File: config.mk
export PLATFORM = sky130hd
export DESIGN_NAME = ftdi_uart_rx
export DESIGN_NICKNAME = d
export VERILOG_FILES = /design/src/rtl/ftdi_uart_rx.sv
export SDC_FILE = /design/constraint.sdc
export NUM_CORES = 1
export LEC_CHECK = 0
export CAP_MARGIN = 0
export CORE_UTILIZATION = 40
export DETAILED_ROUTE_END_ITERATION = 8
export SETUP_SLACK_MARGIN = 0.2
export SLEW_MARGIN = 20
export SYNTH_ARGS = -nofsm -noshare
export SYNTH_HDL_FRONTEND = slang
export SYNTH_SLANG_ARGS = --single-unit
export TNS_END_PERCENT = 30
File: constraint.sdc
create_clock -name clk -period 2.15 [get_ports clk]
set_input_delay 0.43 -clock clk [delete_from_list [all_inputs] [get_ports clk]]
set_output_delay 0.43 -clock clk [all_outputs]
set_load 0.03 [all_outputs]
File: src/rtl/ftdi_uart_rx.sv
// 8N1 UART receiver for the FTDI host-to-FPGA line.
// Bytes are held in a ready/ack register. Framing and overrun errors are flagged.
module ftdi_uart_rx #(
    parameter int FREQUENCY = 50_000_000,
    parameter int BAUD_RATE = 9600
) (
    input  logic       clk,
    input  logic       reset,
    input  logic       FTDI_TX,
    output logic [7:0] data,
    output logic       data_ready,
    input  logic       data_ack,
    output logic       framing_error,
    output logic       overrun,
    output logic       busy,
    output logic [1:0] state_test
);

    localparam int CLKS_PER_BIT = FREQUENCY / BAUD_RATE;
    localparam int HALF_BIT     = CLKS_PER_BIT / 2;
    localparam int CNT_W        = $clog2(CLKS_PER_BIT);
    localparam logic [CNT_W-1:0] BIT_LAST  = CNT_W'(CLKS_PER_BIT - 1);
    localparam logic [CNT_W-1:0] HALF_LAST = CNT_W'(HALF_BIT - 1);

    typedef enum logic [1:0] {
        IDLE  = 2'd0,
        START = 2'd1,
        DATA  = 2'd2,
        STOP  = 2'd3
    } state_t;

    state_t           state;
    logic             rx_m;
    logic             rx_s;
    logic [1:0]       sync_fill;
    logic             armed;
    logic [CNT_W-1:0] baud_cnt;
    logic [2:0]       bit_idx;
    logic [7:0]       shreg;

    always_ff @(posedge clk) begin
        if (reset) begin
            state         <= IDLE;
            rx_m          <= 1'b1;
            rx_s          <= 1'b1;
            sync_fill     <= 2'b00;
            armed         <= 1'b0;
            baud_cnt      <= '0;
            bit_idx       <= '0;
            shreg         <= '0;
            data          <= '0;
            data_ready    <= 1'b0;
            framing_error <= 1'b0;
            overrun       <= 1'b0;
        end else begin
            rx_m          <= FTDI_TX;
            rx_s          <= rx_m;
            sync_fill     <= {sync_fill[0], 1'b1};
            framing_error <= 1'b0;
            if (data_ack)
                data_ready <= 1'b0;

            case (state)
                IDLE: begin
                    // The synchronizer resets to 1; arm only once it carries the real line.
                    if (rx_s && sync_fill[1])
                        armed <= 1'b1;
                    if (armed && !rx_s) begin
                        state    <= START;
                        baud_cnt <= '0;
                    end
                end
                START: begin
                    if (baud_cnt == HALF_LAST) begin
                        baud_cnt <= '0;
                        bit_idx  <= '0;
                        state    <= rx_s ? IDLE : DATA;
                    end else begin
                        baud_cnt <= baud_cnt + CNT_W'(1);
                    end
                end
                DATA: begin
                    if (baud_cnt == BIT_LAST) begin
                        baud_cnt <= '0;
                        shreg    <= {rx_s, shreg[7:1]};
                        bit_idx  <= bit_idx + 3'd1;
                        if (bit_idx == 3'd7)
                            state <= STOP;
                    end else begin
                        baud_cnt <= baud_cnt + CNT_W'(1);
                    end
                end
                STOP: begin
                    if (baud_cnt == BIT_LAST) begin
                        baud_cnt <= '0;
                        state    <= IDLE;
                        if (rx_s) begin
                            // A same-cycle ack frees the register for the new byte.
                            if (!data_ready || data_ack) begin
                                data       <= shreg;
                                data_ready <= 1'b1;
                            end else begin
                                overrun <= 1'b1;
                            end
                        end else begin
                            framing_error <= 1'b1;
                            armed         <= 1'b0;
                        end
                    end else begin
                        baud_cnt <= baud_cnt + CNT_W'(1);
                    end
                end
                default: state <= IDLE;
            endcase
        end
    end

    assign busy       = (state != IDLE);
    assign state_test = state;

endmodule

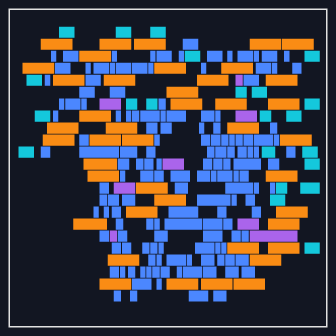
run_1/class_map.png
colour	class	cells	share of their area
blue	remaining logic cells	149	48%
orange	sequential cells	42	38%
purple	clock drivers and dummy loads	8	4.9%
cyan	remaining buffers and delay cells	22	9.4%

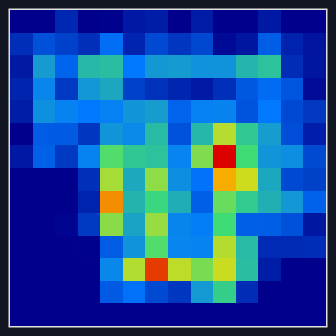
run_1/route_heat.png
14 x 14 tiles, from dark blue (low) to red (high), scaled to the fullest tile. Values are wire area over tile area, all layers added.
fullest tile	0.57
emptiest ninth of the die	bottom left
tiles over half the peak	11%

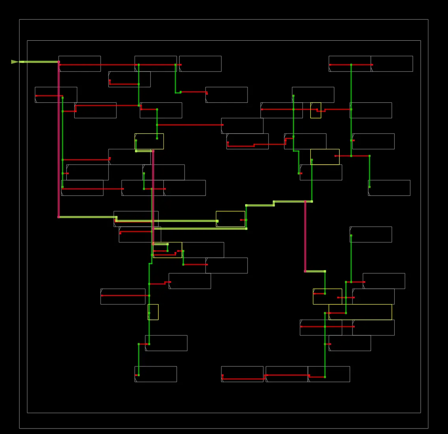
run_1/clock_nets.png
clock skew after layout: 0.0110 ns
count of clock-net buffers in the final layout: 5
Clk power: 608 uW
total number of clock tree sinks: 42

==> run notes, run 1 <==
Figures from the flow reports.

Finish:
- The run puts the core occupancy in the finished layout at between 50% and 60%.
- The number of multi-input combinational cells in the layout is 144.
- The largest registers in the layout are baud_cnt (13), data (8), shreg (8).

Worst setup path:
- The run puts the endpoint required time on the critical path at 1.72 ns.
- The run gives the logic depth of the worst setup path including buffers as 1.
- The run gives the critical path endpoint category as an output pin.
- The run puts the register-to-register setup slack at 0.37 ns.

Floorplan:
- The run puts the number of top-level pins at 18.
- Per the OpenROAD floorplan log, the area of the core is 4500 um^2.

Final timing:
- Setup repair after global routing left no endpoint under its margin.
- The end-of-flow timing check tallies setup violations at 0.

Place:
- The run gives the sum of net half-perimeters after detailed placement as around 2700 um.

Global route:
- In the global route stage, met1 resource usage came out at 21.2%.
- Entering global routing, the biggest net connects 31 pins.
- The run puts the aggregate global-route resource usage at 17.0%.

Logic synthesis:
- Of the total synthesized cell area, the portion taken by AND-OR and OR-AND cells is between 10% and 20%.
- The run gives the multiplexer share of the synthesized area as 8.82%.

Drt:
- The run puts the number of optimization iterations in the first detailed-route pass at 5.

CTS:
- The run puts the clock insertion delay at the later pin of the skew report at roughly 0.30 ns.

Outcome:
- The run finished with clean final reports.
==> run 2, diff against run 1 <==
- clock period: 2.15 -> 1.82 ns (I/O delays scaled with it)
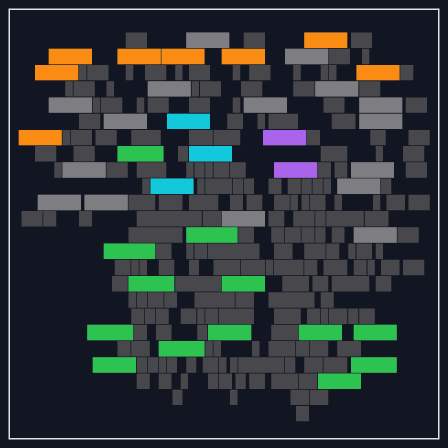
run_2/ff_map.png
colour	signal	flops
cyan	`bit_idx`	3
green	`baud_cnt`	13
purple	`sync_fill`	2
orange	`data`	8

==> run notes, run 2 <==
Figures from the flow reports.

Worst setup path:
- All stages included, the depth of the critical timing path comes to 7.
- The worst setup path is captured at a register.
- In this run the register-to-register setup slack is 0.1 ns.

Final timing:
- The run gives the worst clock skew on the final layout as 0.00432 ns.
- In the final report, the number of endpoints failing setup comes to 0.
- Setup repair after global routing could not meet its margin everywhere.

Global route:
- The run puts the largest net degree at the start of global routing at 31.
- The run gives the met1 track demand over resource as 21.6%.

Finish:
- The run puts the core occupancy in the finished layout at 55.2%.
- The largest registers in the layout are baud_cnt (13), data (8), shreg (8).
- The run gives the clock buffer count as 6.
- about 140 cells are multi-input combinational gates.

Place:
- The run gives the sum of net half-perimeters after detailed placement as 2770 um.

Floorplan:
- The run puts the number of top-level pins at 18.
- The core region is ~4500 um^2.

Drt:
- The run gives the total length of routed met3 wires as ~230 um.

Outcome:
- The run finished with clean final reports.

Logic synthesis:
- Multiplexer cells account for 8.82% of the synthesized area.
- The run puts the area fraction in compound gates after synthesis at 13.4%.

CTS:
- The run puts the CTS sink count at 42.
- As reported, the later end of the worst-skew pair has a clock insertion delay of about 0.29 ns.

Power and ir drop:
- The run puts the power after layout at 1.73 mW.
- The run gives the internal portion of total power as approximately 1.4 mW.
- The run puts the clock group power at 719 uW.

Flow run:
- The run gives the max-capacitance violation count as 0.
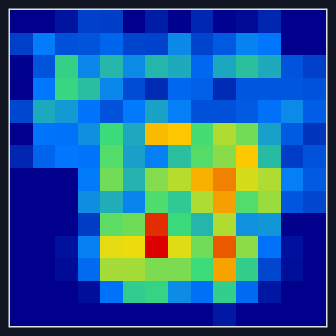
run_2/route_heat.png
14 x 14 tiles, from dark blue (low) to red (high), scaled to the fullest tile. Values are wire area over tile area, all layers added.
emptiest ninth of the die	bottom left
nearly empty tiles	24%
densest ninth of the die	middle
mean over tiles	0.13
global-route usage over all layers: 16.3%
WL/cell: 14.1 um
overall via count from detail_route: 1,580
total wire length: 4100 um

==> run 3, diff against run 2 <==
- CORE_ASPECT_RATIO: not set -> 1.1
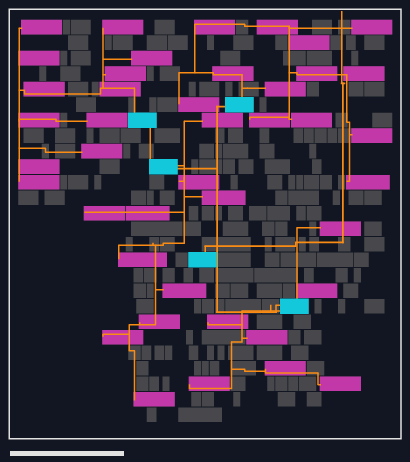
run_3/clock_wires.png
Bar = 20 um.
[orange] clock wires | length: 548 um
[cyan] clock-net drivers | count: 5
[magenta] flip-flops | count: 42
routed clock nets	6
flops lie	all over the die

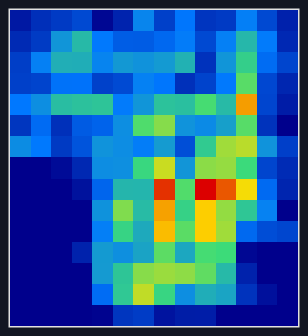
run_3/route_heat.png
14 x 15 tiles, from dark blue (low) to red (high), scaled to the fullest tile. Values are wire area over tile area, all layers added.
tiles over half the peak	15%
fullest tile	0.47
emptiest ninth of the die	bottom left
densest ninth of the die	middle

==> run notes, run 3 <==
Figures from the flow reports.

Worst setup path:
- The run gives the cell class contributing the biggest share of worst-path delay as buffers and inverters.
- The run gives the worst setup path endpoint as state_test[0].
- In this run the number of cells on the critical path is 1.
- The run gives the critical path endpoint category as an output pin.
- Per the STA report, the cell with the highest stage delay on the worst path is sky130_fd_sc_hd__clkdlybuf4s50_1.
- In this run the register-to-register setup slack is 0.14 ns.

CTS:
- The run puts the CTS sink count at approximately 42.
- Looking at the clock tree report, the H-tree level count equals 2.
- The run gives the clock insertion delay at the later pin of the skew report as between 0.2 and 0.3 ns.

Final timing:
- Setup repair after global routing could not meet its margin everywhere.
- The run gives the minimum hold slack as 0.420 ns.
- The run gives the number of setup violations in the final report as 0.
- The run gives the worst clock skew on the final layout as around 0.004 ns.

Drt:
- For this run, the detailed router's first-pass iteration total came to 4.
- The run gives the total length of routed met3 wires as 82 um.
- TritonRoute output was used to compute an average wire per cell of 13.9 um.
- The run puts the via total after detailed routing at 1,538.
- The run gives the overall routed net length as 4070 um.

Finish:
- The run puts the number of buffers outside the clock class in the layout at 36.
- The run gives the core occupancy in the finished layout as around 52%.
- The run puts the signed area change from the synthesized netlist to the final layout at 25.0%.
- The run puts the number of multi-input logic gates at about 150.
- In the final layout, the registers with the most flip-flops are baud_cnt (13), data (8), shreg (8).

Outcome:
- The run finished with clean final reports.

Global route:
- The run gives the met1 track demand over resource as between 20% and 30%.
- The run gives the aggregate global-route resource usage as ~17%.
- The initial antenna violation count was 0.
- Entering global routing, the biggest net connects 31 pins.

Power and ir drop:
- Internal power comes to approximately 1.2 mW.
- Total power for the finished layout comes to 1.61 mW.
- The run gives the clock group power as 596 uW.

Flow run:
- The run puts the max-capacitance violation count at 0.

Logic synthesis:
- The run gives the Yosys chip area as 1940 um^2.
- The synthesized netlist devotes 13.4% of its cell area to compound gates.
- The synthesis run shows multiplexers occupying a little under 9% of the cell area.

Floorplan:
- The run gives the inserted tap cell count as 56.
- The run gives the number of top-level pins as 18.
Power and IR drop assume default switching activity.
